Cell density map:
Scale: 2 px per micron. The die is cut into 13 by 13 equal tiles; black is low, pale yellow is high, 0 to 100% covered.
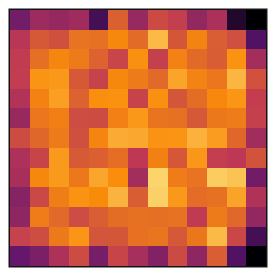
Clock wires, drivers and flops:
Scale: 4 px per micron.
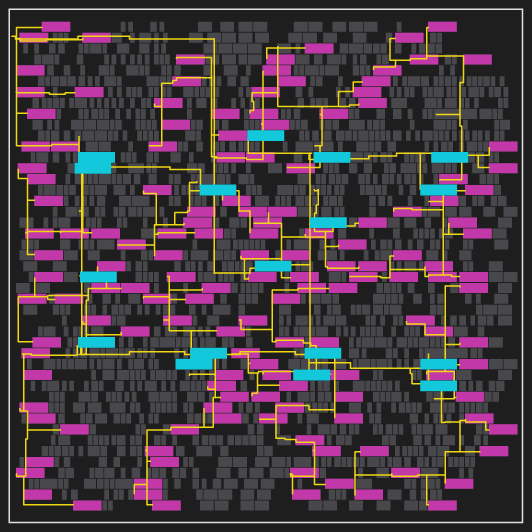
Close-up of the layout:
Window x 51 to 76, y 51 to 76 microns. Cells in grey, sequential cells in the stronger grey; small squares are vias.
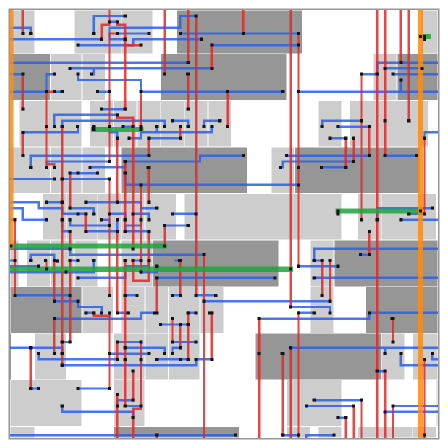
The clock network:
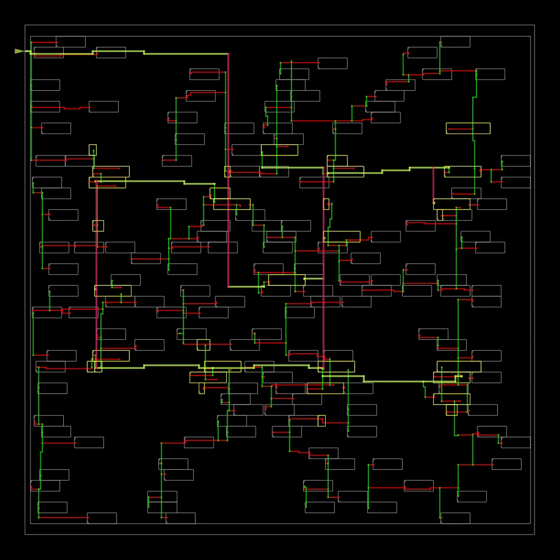
Design pll_tick_gen, sky130hd; sources not shown.
==> summary.txt <==
Notes on the physical implementation.

- The total overflow left after global routing is 0.
- The number of well taps is about 210, for reference.
- The last weighted congestion value of the routability-driven placer is between 0.8 and 0.9, for reference.
- The footprint of the multi-input gates is 4950 sq um, for reference.
- After Yosys synthesis, and, or, nand and nor cells account for between 40% and 50% of the synthesized area.
- The final critical path time including I/O delays and setup is approximately 2.8 ns, for reference.
- The number of warnings in the stage logs is 26, for reference.
- The power per unit of standard cell area is 332 nW/um^2, for reference.
- Setup repair after global routing left no endpoint under its margin.
- The number of buffers and inverters on the critical path is 2, for reference.
- The remaining routing DRC violations is 0, for reference.
- The arrival time at the worst endpoint is roughly 3.1 ns, for reference.
- The relative slew slack is approximately half, for reference.
- The top fanout value on the critical path is 22, for reference.
- The netlist uses 39 different library cells.
- The number of antenna cells inserted is 0, for reference.
- The flow ran to the end, and the final reports show no timing, DRC or antenna violations.
- Hold-check failures listed in the final report amount to 0.
- For this run, the slowest stage of the critical path takes between 0.5 and 0.6 ns.
- The top cell type by area accounts for roughly 34% of the synthesized area.
Notes on 'cell density map' above:
nearly empty tiles = 1.2%
tiles over 75% full = 20%
fullest tile = 91%
mean over tiles = 61%
core area: 15400 sq um
Post-Route Utilization: 66.3%
Pre-Place Util: 56.8%

Notes on 'clock wires, drivers and flops' above:
clock wires -> yellow  # length 1880 microns
flip-flops -> magenta  # count 148
clock-net drivers -> cyan  # count 17
flops lie = all over the die
setup clock skew after layout: 0.00669 ns
insertion delay of the later-clocked pin in the worst-skew pair: 0.42 ns
clock network power consumption: 1.51 mW
Clk network pwr share: 44.8%

Notes on 'close-up of the layout' above:
M4 -> orange
M2 -> red
M1 -> blue
M3 -> green
most frequent = nor2_1 (11), dfxtp_1 (9), inv_1 (8)
sequential cells in the window = 9
cells with their middle in the window = 55

Notes on 'the clock network' above:
Flop Count: 148
total clock buffers created by CTS: 17
total clock sinks: 148

[power breakdown]
group	total, mW	switching [mW]	leakage [nW]	internal [mW]
clock network	1.51	0.593	0.277	0.920
logic	0.354	0.188	2.98	0.166
registers	1.51	0.0459	1.21	1.47
total	3.38	0.827	4.47	2.55
[layer usage]
metal  up-vias  part of all wire (%)  track usage (%)
met2       109                    46             42.0
met3        21                   3.4             4.51
li1       4326                     -                -
met1      3588                    49             33.0
met5         -                     0                0
met4         0                   1.4             7.27
[kinds of logic after synthesis]
logic type | Yosys count
muxes | 1
buffers and inverters | 192
and+or+nand+nor | 824
AOI/OAI and AO/OA | 53
adders and majority gates | 10
DFF | 148
xor gates and xnor gates | 92
Power figures rest on the tool's default switching activity, not on a simulated workload.
